### Pin map

Pins as bars across the die edge, other pins in grey.
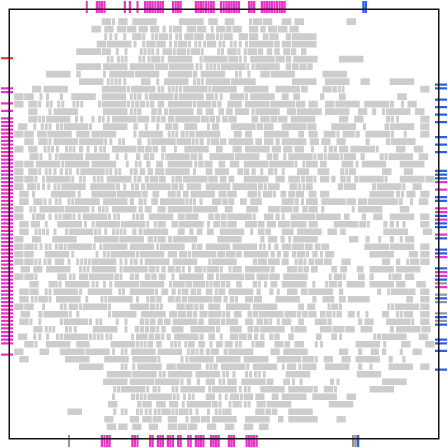
### Clock network drawn from the DEF

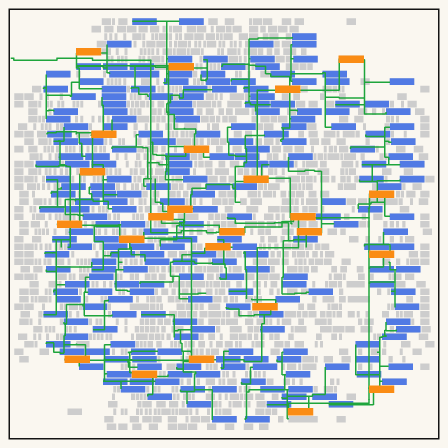
### Track usage over the die

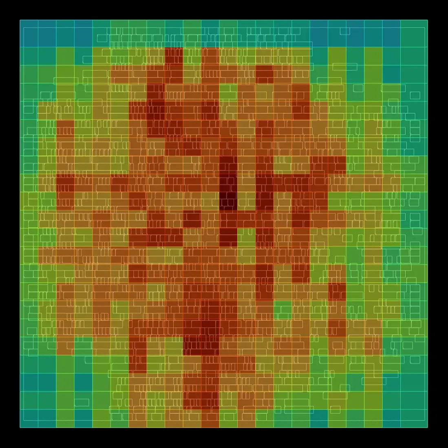
`src/rtl/float_pkg.sv`:
```
// -----------------------------------------------------------------------------
// float_pkg
//   Shared IEEE-754 single-precision helpers for the neural datapath blocks
//   and their benches: field widths, field slice positions, NaN/zero
//   classification and sign/magnitude extraction. Also carries the state
//   encoding of the argmax scanner.
// -----------------------------------------------------------------------------
package float_pkg;

  localparam int FLOAT_W = 32;
  localparam int EXP_W   = 8;
  localparam int MANT_W  = 23;

  localparam logic [EXP_W-1:0] EXP_MAX = 8'hFF;

  // Field slice positions inside a FLOAT_W word.
  localparam int SIGN_BIT = FLOAT_W - 1;
  localparam int EXP_LSB  = MANT_W;
  localparam int MANT_LSB = 0;
  localparam int MAG_W    = FLOAT_W - 1;

  typedef enum logic {
    ST_IDLE = 1'b0,
    ST_SCAN = 1'b1
  } argmax_state_e;

  // NaN: all-ones exponent with a non-zero mantissa (inf has mantissa 0).
  function automatic logic is_nan(input logic [FLOAT_W-1:0] x);
    return (x[EXP_LSB +: EXP_W] == EXP_MAX) && (x[MANT_LSB +: MANT_W] != '0);
  endfunction

  // +0 and -0 both count as zero.
  function automatic logic is_zero(input logic [FLOAT_W-1:0] x);
    return (x[MAG_W-1:0] == '0);
  endfunction

  function automatic logic sign_of(input logic [FLOAT_W-1:0] x);
    return x[SIGN_BIT];
  endfunction

  // Exponent and mantissa together order a same-signed float by magnitude,
  // denormals included.
  function automatic logic [MAG_W-1:0] mag_of(input logic [FLOAT_W-1:0] x);
    return x[MAG_W-1:0];
  endfunction

endpackage

```
`src/rtl/float_greater.sv`:
```
// -----------------------------------------------------------------------------
// float_greater
//   Combinational signed IEEE-754 single "a > b" comparator.
//   Ports:
//     a, b    [31:0] operand bit patterns
//     a_gt_b          1 when a is strictly greater than b
//   Ordering: -inf < negatives < -0 == +0 < positives < +inf. Any NaN
//   operand yields 0, so callers decide how NaN is handled.
// -----------------------------------------------------------------------------
module float_greater
  import float_pkg::*;
(
  input  logic [FLOAT_W-1:0] a,
  input  logic [FLOAT_W-1:0] b,
  output logic               a_gt_b
);

  logic             sign_a;
  logic             sign_b;
  logic [MAG_W-1:0] mag_a;
  logic [MAG_W-1:0] mag_b;

  assign sign_a = sign_of(a);
  assign sign_b = sign_of(b);
  assign mag_a  = mag_of(a);
  assign mag_b  = mag_of(b);

  always_comb begin
    a_gt_b = 1'b0;
    if (is_nan(a) || is_nan(b)) begin
      a_gt_b = 1'b0;
    end else if (is_zero(a) && is_zero(b)) begin
      // -0 and +0 are equal, whichever sign bit each carries.
      a_gt_b = 1'b0;
    end else if (sign_a != sign_b) begin
      // Mixed signs with at least one non-zero: the positive one wins.
      a_gt_b = ~sign_a;
    end else if (!sign_a) begin
      a_gt_b = (mag_a > mag_b);
    end else begin
      // Both negative: smaller magnitude is the larger value.
      a_gt_b = (mag_a < mag_b);
    end
  end

endmodule

```
`src/rtl/neural_argmax.sv`:
```
// -----------------------------------------------------------------------------
// neural_argmax
//   Sequential argmax over a packed float32 vector, one element per clock
//   through a single float comparator.
//   Ports:
//     clk        rising-edge clock
//     rst_n      asynchronous active-low reset
//     start      request a scan (sampled only while idle)
//     in         SIZE packed float32 elements, element i at [32*i +: 32]
//     busy       high while scanning
//     done       one-cycle pulse when index/max_value/all_nan update
//     index      position of the largest element (lowest index on ties)
//     max_value  bit pattern of the largest element
//     all_nan    every element of the last scan was NaN
//   start copies the whole vector into a snapshot so the scan is immune to
//   later changes on `in`. Results hold until the next completion.
// -----------------------------------------------------------------------------
module neural_argmax
  import float_pkg::*;
#(
  parameter int SIZE  = 5,
  parameter int IDX_W = ($clog2(SIZE) > 0 ? $clog2(SIZE) : 1)
) (
  input  logic                    clk,
  input  logic                    rst_n,
  input  logic                    start,
  input  logic [FLOAT_W*SIZE-1:0] in,
  output logic                    busy,
  output logic                    done,
  output logic [IDX_W-1:0]        index,
  output logic [FLOAT_W-1:0]      max_value,
  output logic                    all_nan
);

  argmax_state_e state_q;
  argmax_state_e state_d;

  logic [FLOAT_W*SIZE-1:0] snap_q;
  logic [FLOAT_W-1:0]      best_q;
  logic [IDX_W-1:0]        best_idx_q;
  logic [IDX_W-1:0]        cnt_q;

  logic                    accept;
  logic                    scanning;
  logic                    last_step;
  logic [FLOAT_W-1:0]      cand;
  logic                    cand_gt;
  logic                    take;
  logic [FLOAT_W-1:0]      best_d;
  logic [IDX_W-1:0]        best_idx_d;

  assign accept    = (state_q == ST_IDLE) && start;
  assign scanning  = (state_q == ST_SCAN);
  assign last_step = (cnt_q == IDX_W'(SIZE - 1));

  // ---------------------------------------------------------------------------
  // FSM: state register
  // ---------------------------------------------------------------------------
  always_ff @(posedge clk or negedge rst_n) begin
    if (!rst_n) begin
      state_q <= ST_IDLE;
    end else begin
      state_q <= state_d;
    end
  end

  // FSM: next-state logic. A single-element vector resolves on the start
  // edge itself, so it never enters SCAN.
  always_comb begin
    state_d = state_q;
    unique case (state_q)
      ST_IDLE: if (start && (SIZE > 1)) state_d = ST_SCAN;
      ST_SCAN: if (last_step)           state_d = ST_IDLE;
      default:                          state_d = ST_IDLE;
    endcase
  end

  // FSM: outputs
  always_comb begin
    busy = 1'b0;
    unique case (state_q)
      ST_SCAN: busy = 1'b1;
      default: busy = 1'b0;
    endcase
  end

  // ---------------------------------------------------------------------------
  // Candidate select and compare
  // ---------------------------------------------------------------------------
  always_comb begin
    cand = '0;
    for (int k = 0; k < SIZE; k++) begin
      if (cnt_q == IDX_W'(k)) cand = snap_q[FLOAT_W*k +: FLOAT_W];
    end
  end

  float_greater u_cmp (
    .a      (cand),
    .b      (best_q),
    .a_gt_b (cand_gt)
  );

  // A NaN best is displaced by the first real number; a NaN candidate never
  // wins. Strict greater-than keeps the earliest element on ties.
  assign take       = !is_nan(cand) && (is_nan(best_q) || cand_gt);
  assign best_d     = take ? cand  : best_q;
  assign best_idx_d = take ? cnt_q : best_idx_q;

  // ---------------------------------------------------------------------------
  // Snapshot, running best and result registers
  // ---------------------------------------------------------------------------
  always_ff @(posedge clk or negedge rst_n) begin
    if (!rst_n) begin
      snap_q     <= '0;
      best_q     <= '0;
      best_idx_q <= '0;
      cnt_q      <= '0;
      done       <= 1'b0;
      index      <= '0;
      max_value  <= '0;
      all_nan    <= 1'b0;
    end else begin
      done <= 1'b0;
      if (accept) begin
        snap_q     <= in;
        best_q     <= in[FLOAT_W-1:0];
        best_idx_q <= '0;
        cnt_q      <= IDX_W'(1);
        if (SIZE == 1) begin
          index     <= '0;
          max_value <= in[FLOAT_W-1:0];
          all_nan   <= is_nan(in[FLOAT_W-1:0]);
          done      <= 1'b1;
        end
      end else if (scanning) begin
        best_q     <= best_d;
        best_idx_q <= best_idx_d;
        cnt_q      <= cnt_q + IDX_W'(1);
        // The last compare publishes straight from the comparator path; a
        // surviving NaN best means nothing numeric was seen.
        if (last_step) begin
          index     <= best_idx_d;
          max_value <= best_d;
          all_nan   <= is_nan(best_d);
          done      <= 1'b1;
        end
      end
    end
  end

endmodule

```
`config.mk`:
```
export PLATFORM = sky130hd
export DESIGN_NAME = neural_argmax
export DESIGN_NICKNAME = d
export VERILOG_FILES = /design/src/rtl/float_pkg.sv /design/src/rtl/float_greater.sv /design/src/rtl/neural_argmax.sv
export SDC_FILE = /design/constraint.sdc
export NUM_CORES = 1
export LEC_CHECK = 0
export CORE_UTILIZATION = 50
export DETAILED_ROUTE_END_ITERATION = 10
export PLACE_DENSITY = 0.87
export SYNTH_ARGS = -nofsm -noshare
export SYNTH_HDL_FRONTEND = slang
export SYNTH_SLANG_ARGS = --single-unit
```
`constraint.sdc`:
```
create_clock -name clk -period 7.4 [get_ports clk]
set_clock_uncertainty 0.15 [all_clocks]
set_input_delay 1.85 -clock clk [delete_from_list [all_inputs] [get_ports clk]]
set_output_delay 1.85 -clock clk [all_outputs]
set_load 0.005 [all_outputs]
```
==> results.ini <==
[run_status]
outcome = finished clean

[synth]
simple_gate_share = 0.214
ys_types = 58
avgSynthCellArea_sq_um = 8.99
syn_inst = 1306
synthFlopType = dfrtp_1
topCellsByArea = dfrtp_1 50%, nand2_1 14%, ha_1 3.8%
async_reset_ff_frac = 1.00
synth_seq_share = 0.503
yosys_area_sq_mm = 0.0117
xor_share = 0
top_area_cell = dfrtp_1
top_logic_kind = simple AND/OR/NAND/NOR gates
edf_count = 0
ys_sh_adder = 0.0384

[worst_setup_path]
path_max_fanout = 29
cp-start-kind = flip-flop
cp-startpoint = cnt_q[0]$_DFFE_PN0P_
cp_slowest_stage_delay_ps = 1040
r2r-end = best_q[25]$_DFFE_PN0P_
endpoint_kind = flip-flop
path_buffers = 2
crit_type = flip-flop to flip-flop
rr_startpoint = cnt_q[0]$_DFFE_PN0P_
cp.arrival_ps = 6520
cp_top_family = simple AND/OR/NAND/NOR gates
rr_worst_depth = 16
required_ps = 7710
cp_slowest_cell = nor2b_2

[sta]
hold_violations = 0
post-route-period-util = 0.839
finalSetupViolations = 0
rsz0062_at_grt = false
period_needed_ps = 6210
relSlewSlack = 0.202
fmax_ghz = 0.161

[floorplanning]
fp_util = 0.514
die-area_sq_mm = 0.0241
taps = 313
fp.dieW_microns = 155

[detailed_routing]
met2_length_microns = 15200
viasPerCell = 5.84
wl_microns = 34900
vias = 10500
drc = 0
initialDrtViolationCount = 1482
top_layer = met4

[cts]
ctsHoldBuffers = 0
cts_resized = 0
cts_tree = built
cts_max_level = 1
cts.sinks = 236
clk_pin_slew_ps = 70
root_buffer = clkbuf_16

[final_layout]
lay_top_count = nand2_1
lay_top_cells = 449 x nand2_1, 236 x dfrtp_1, 199 x clkdlybuf4s50_1
stdcell_area_sq_mm = 0.0147
area_growth_pct = 25.5
regArea_sq_mm = 0.00591
largest_reg_flops = 160
design.seq.count = 236
finalNonFillerCells = 1798
largest_register = snap_q
drive_gt1_frac = 0.0606
seq_area_frac = 0.401
reg_top3 = snap_q (160), best_q (32), max_value (32)
clkCellAreaFrac = 0.0557
n_antenna_cell = 0

[power_and_ir_drop]
p_int_mw = 4.44
swShare = 0.447
power_clock_mw = 1.26
p_leak_nw = 7.09
p_sw_mw = 3.58
vdd_ir_drop_max_v = 0.000520
p_seq_frac = 0.302
comb-power_mw = 4.34
clock_power_share = 0.157

[global_route]
grt_pass1_wl_microns = 54800
busiest_layer = met2
grt_max_degree = 110

[hold_path]
hold_depth = 2
hp-start = index[2]$_DFFE_PN0P_

[place]
gp_congestion = 0.947
dpl_cell_area_sq_mm = 0.0139
place.port_buffers = 200

-- 'Pin map' (at the start) --
| colour | port | pins | direction | edge |
|---|---|---|---|---|
| red | clk | 1 | input | left |
| blue | max_value | 32 | output | 29 right, 2 top, 1 bottom |
| magenta | in | 160 | input | 66 left, 49 top, 35 bottom, 10 right |

-- 'Clock network drawn from the DEF' (at the start) --
[blue] flip-flops | count: 236
[orange] cells driving clock nets | count: 24
[green] clock wires | length: 2850 microns
routed clock nets: 25

-- 'Track usage over the die' (at the start) --
M3 GR Usage: 0.0708
utilization after layout: 0.644

